==> config.mk <==
export PLATFORM = sky130hd
export DESIGN_NAME = edge_irq_ctrl
export DESIGN_NICKNAME = d
export VERILOG_FILES = /design/src/rtl/edge_irq_ctrl.sv
export SDC_FILE = /design/constraint.sdc
export NUM_CORES = 1
export LEC_CHECK = 0
export ABC_AREA = 1
export CORE_MARGIN = 8
export CORE_UTILIZATION = 40
export CTS_CLUSTER_DIAMETER = 120
export DETAILED_ROUTE_END_ITERATION = 7
export GPL_ROUTABILITY_DRIVEN = 0
export HOLD_SLACK_MARGIN = 0.03
export PLACE_DENSITY_LB_ADDON = 0.05
export SYNTH_ARGS = -nofsm -noshare
export SYNTH_HDL_FRONTEND = slang
export SYNTH_SLANG_ARGS = --single-unit
==> constraint.sdc <==
create_clock -name clk_i -period 2 [get_ports clk_i]
set_input_delay 0.2 -clock clk_i [delete_from_list [all_inputs] [get_ports clk_i]]
set_output_delay 0.2 -clock clk_i [all_outputs]
set_load 0.02 [all_outputs]
==> src/rtl/edge_irq_ctrl.sv <==
// edge_irq_ctrl: synchronised per-channel edge detector with sticky pend/ovf bits and a round-robin valid/ready event port.
// Define EDGE_IRQ_DEBOUNCE_EN to insert a DB_CYCLES stability filter between the synchroniser and the edge detector.
module edge_irq_ctrl #(
  parameter  int STAGE     = 2,
  parameter  int CH_NUM    = 8,
  parameter  int DB_CYCLES = 4,
  localparam int IDW       = $clog2(CH_NUM)
) (
  input  logic                clk_i,
  input  logic                rst_n_i,
  input  logic [CH_NUM-1:0]   dat_i,
  input  logic [2*CH_NUM-1:0] mode_i,
  input  logic [CH_NUM-1:0]   en_i,
  input  logic [CH_NUM-1:0]   clr_i,
  output logic                evt_valid_o,
  output logic [IDW-1:0]      evt_id_o,
  input  logic                evt_ready_i,
  output logic [CH_NUM-1:0]   pend_o,
  output logic [CH_NUM-1:0]   ovf_o,
  output logic                irq_o
);
  if (STAGE < 2 || CH_NUM < 2 || DB_CYCLES < 1) begin : g_bad_param
    $error("edge_irq_ctrl: invalid parameters");
  end
  typedef enum logic {IDLE, OFFER} state_t;
  state_t state_q, state_d;
  logic [CH_NUM-1:0] sync_q [STAGE];
  logic [CH_NUM-1:0] sync_d [STAGE];
  logic [CH_NUM-1:0] s, det, prev_q, prev_d, hit, hs_ch, req;
  logic [CH_NUM-1:0] pend_q, pend_d, ovf_q, ovf_d;
  logic [IDW-1:0] id_q, id_d, ptr_q, ptr_d, pick;
  logic [IDW-1:0] cand [CH_NUM];
  logic valid_q, valid_d, found, hs;
  assign s = sync_q[STAGE-1];
`ifdef EDGE_IRQ_DEBOUNCE_EN
  localparam int CW = $clog2(DB_CYCLES + 1);
  logic [CW-1:0] cnt_q [CH_NUM];
  logic [CW-1:0] cnt_d [CH_NUM];
  logic [CH_NUM-1:0] f_q, f_d;
  // f only follows s after DB_CYCLES consecutive cycles of disagreement
  always_comb begin
    f_d = f_q;
    for (int n = 0; n < CH_NUM; n++) begin
      cnt_d[n] = (s[n] == f_q[n] || cnt_q[n] == CW'(DB_CYCLES - 1)) ? '0 : cnt_q[n] + 1'b1;
      f_d[n]   = (s[n] != f_q[n] && cnt_q[n] == CW'(DB_CYCLES - 1)) ? s[n] : f_q[n];
    end
  end
  always_ff @(posedge clk_i or negedge rst_n_i) begin
    if (!rst_n_i) begin
      f_q <= '0;
      for (int n = 0; n < CH_NUM; n++) cnt_q[n] <= '0;
    end else begin
      f_q   <= f_d;
      cnt_q <= cnt_d;
    end
  end
  assign det = f_q;
`else
  assign det = s;
`endif
  always_comb begin
    sync_d[0] = dat_i;
    for (int i = 1; i < STAGE; i++) sync_d[i] = sync_q[i-1];
    prev_d = det;
    hs     = valid_q & evt_ready_i;
    hs_ch  = hs ? {{(CH_NUM-1){1'b0}}, 1'b1} << id_q : '0;
    for (int n = 0; n < CH_NUM; n++)
      hit[n] = en_i[n] & ((mode_i[2*n] & ~prev_q[n] & det[n]) | (mode_i[2*n+1] & prev_q[n] & ~det[n]));
    // a fresh hit beats both clear sources; clearing in the same cycle suppresses overflow
    pend_d = hit | (pend_q & ~clr_i & ~hs_ch);
    ovf_d  = (hit & pend_q & ~clr_i & ~hs_ch) | (ovf_q & ~clr_i);
    req    = pend_q & en_i;
    pick   = '0;
    found  = 1'b0;
    for (int i = CH_NUM - 1; i >= 0; i--) begin
      cand[i] = IDW'((int'(ptr_q) + i) % CH_NUM);
      if (req[cand[i]]) begin
        pick  = cand[i];
        found = 1'b1;
      end
    end
  end
  always_comb begin
    state_d = state_q;
    valid_d = valid_q;
    id_d    = id_q;
    ptr_d   = ptr_q;
    if (state_q == IDLE) begin
      if (found) begin
        state_d = OFFER;
        valid_d = 1'b1;
        id_d    = pick;
      end
    end else if (hs) begin
      state_d = IDLE;
      valid_d = 1'b0;
      ptr_d   = (id_q == IDW'(CH_NUM - 1)) ? '0 : id_q + 1'b1;
    end
  end
  always_ff @(posedge clk_i or negedge rst_n_i) begin
    if (!rst_n_i) begin
      for (int i = 0; i < STAGE; i++) sync_q[i] <= '0;
      prev_q  <= '0;
      pend_q  <= '0;
      ovf_q   <= '0;
      state_q <= IDLE;
      valid_q <= 1'b0;
      id_q    <= '0;
      ptr_q   <= '0;
    end else begin
      sync_q  <= sync_d;
      prev_q  <= prev_d;
      pend_q  <= pend_d;
      ovf_q   <= ovf_d;
      state_q <= state_d;
      valid_q <= valid_d;
      id_q    <= id_d;
      ptr_q   <= ptr_d;
    end
  end
  assign evt_valid_o = valid_q;
  assign evt_id_o    = id_q;
  assign pend_o      = pend_q;
  assign ovf_o       = ovf_q;
  assign irq_o       = |req;
endmodule

==> reports/summary.txt <==
status: finished with violations
failing checks: setup timing
HPWL Detailed: 5430 um
Storage cell area: 0.00120 mm2
R2R Path End: evt_id_o[0]$_DFFE_PN0P_
Slew HR: 66.1%
Worst Setup Start Kind: flip-flop
Final WS setup: -48.9 ps
class of the worst hold path: in2reg
Setup CP Type: reg2out
clock-cell share of area: 3.10%
# diodes: 0
reg2reg setup slack: 0 ps
final setup vio count: 1
CTS max path bufs: 2
Crit Reg-Reg Startpoint: ptr_q[0]$_DFFE_PN0P_
count of different cell masters after synthesis: 32
Synth flops: 48
nets: 434
P_seq: 1.06 mW
Int Power: 1.67 mW
Sink Count: 48
syn avg cell area: 9.66 um2
Syn Nets: 329
ys async rst share: 100%
Comb pwr share: 20.1%
Top Ports: 64
vias in the first global route: 2345
initial antenna violation count: 0
top cells by area: dfrtp_1, nand3_2, nand2_1
Non-clock buffers: 103
Max IR drop VDD: 0.333 mV
inverter count: 37
largest net degree at the start of global routing: 28
H-tree depth: 2
Init Core Util: 40.4%
Switching Fraction: 26.2%
synthesized area: 0.00269 mm2
Comb gates: 188
state kept, by name, indices dropped and copies added, names as in the netlist:
name	count
state_q	1
prev_q	8
evt_valid_o	1
ptr_q	3
sync_d	8
evt_id_o	3
pend_o	8
det	8
ovf_o	8
metrics by stage:
| step | cells | util, % | hold WS (ps) | setup TNS [ps] | total power, mW |
|---|---|---|---|---|---|
| finish | 464 | 58.9 | 332 | -48.9 | 2.26 |
| global route | 464 | 58.9 | 308 | -443 | 2.39 |
| CTS | 464 | 58.3 | 323 | -122 | 2.28 |
| detailed placement | 450 | 55.0 | 201 | -538 | 1.51 |
| global placement | 450 | 55.0 | 200 | -391 | 1.51 |
| floorplan | 278 | - | -95.6 | -207 | 1.26 |
Figure 1. Track usage over the die.
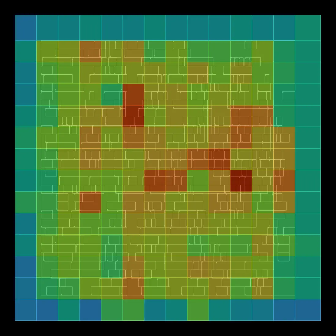
routing usage on met1: 18.3%
final design utilization: 58.9%
met2 Use GR: 24.2%
GR Util All Layers: 14.6%
grt peak-use layer: met2

Figure 2. Clock wires, drivers and flops.
Scale bar: 20 um.
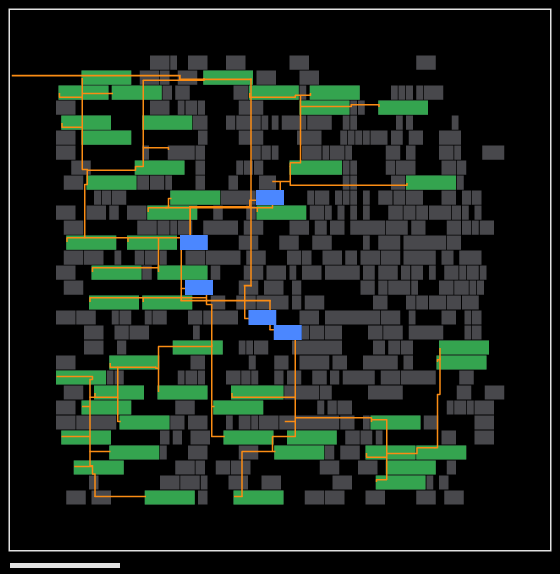
[green] flip-flops | count: 48
[orange] clock wires | length: 648 um
[blue] clock-net drivers | count: 5
routed clock nets: 6
Setup Skew: 5.22 ps
Late-Pin Clk Latency: 300 ps
Clk power: 750 uW
Clk network pwr share: 33.1%

Figure 3. Cell classes on the final placement.
Scale bar: 20 um.
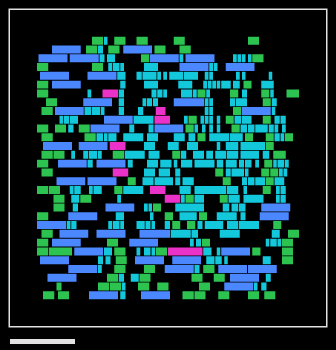
| color | class | cells | share of their area |
|---|---|---|---|
| blue | registers | 48 | 32% |
| cyan | remaining logic cells | 225 | 40% |
| magenta | clock drivers and dummy loads | 8 | 3.2% |
| green | remaining buffers and delay cells | 103 | 25% |
post-route cell area: 0.00392 mm2
num rows: 30
floorplan core area: 0.00664 mm2
sequential cell area share: 30.7%

Figure 4. Logic cells by family.
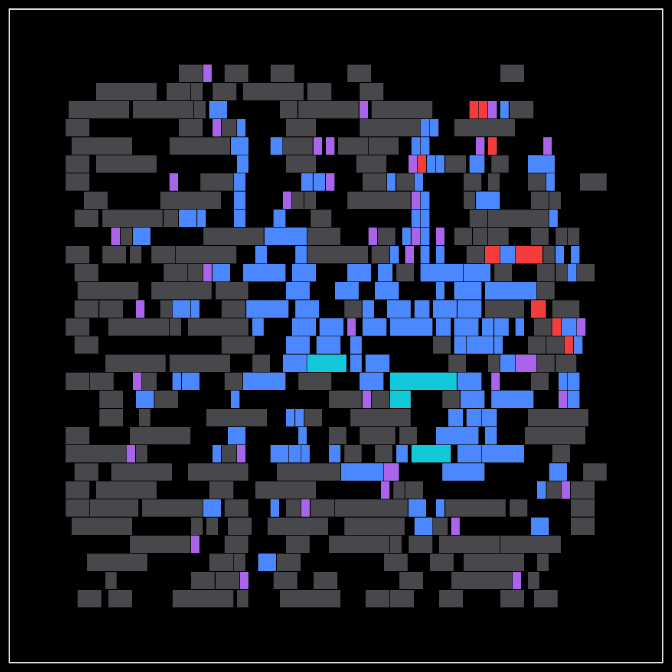
| color | family | cells |
|---|---|---|
| red | nor cells | 9 |
| cyan | xor and xnor cells | 4 |
| purple | inv cells | 37 |
| blue | nand cells | 127 |
Layout Cells excl Fill: 464
Comb area share: 35.7%
Top cell excl fill/tap: clkdlybuf4s50_1

Figure 5. Wiring heat map.
Scale bar: 20 um. The die is cut into 20 by 20 equal tiles; dark blue is low, red is high, scaled to the fullest tile. Values are wire area over tile area, all layers added.
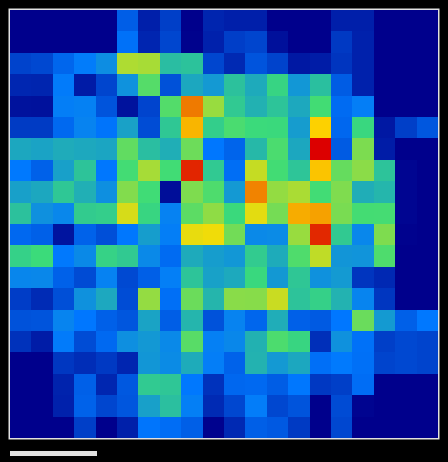
densest ninth of the die: middle
nearly empty tiles: 18%
tiles over half the peak: 15%
fullest tile: 0.41
DR WL/cell: 14.5 um
total wire length: 6730 um
Vias: 2234

No activity file was given, so power comes from the tool's default toggle rates.
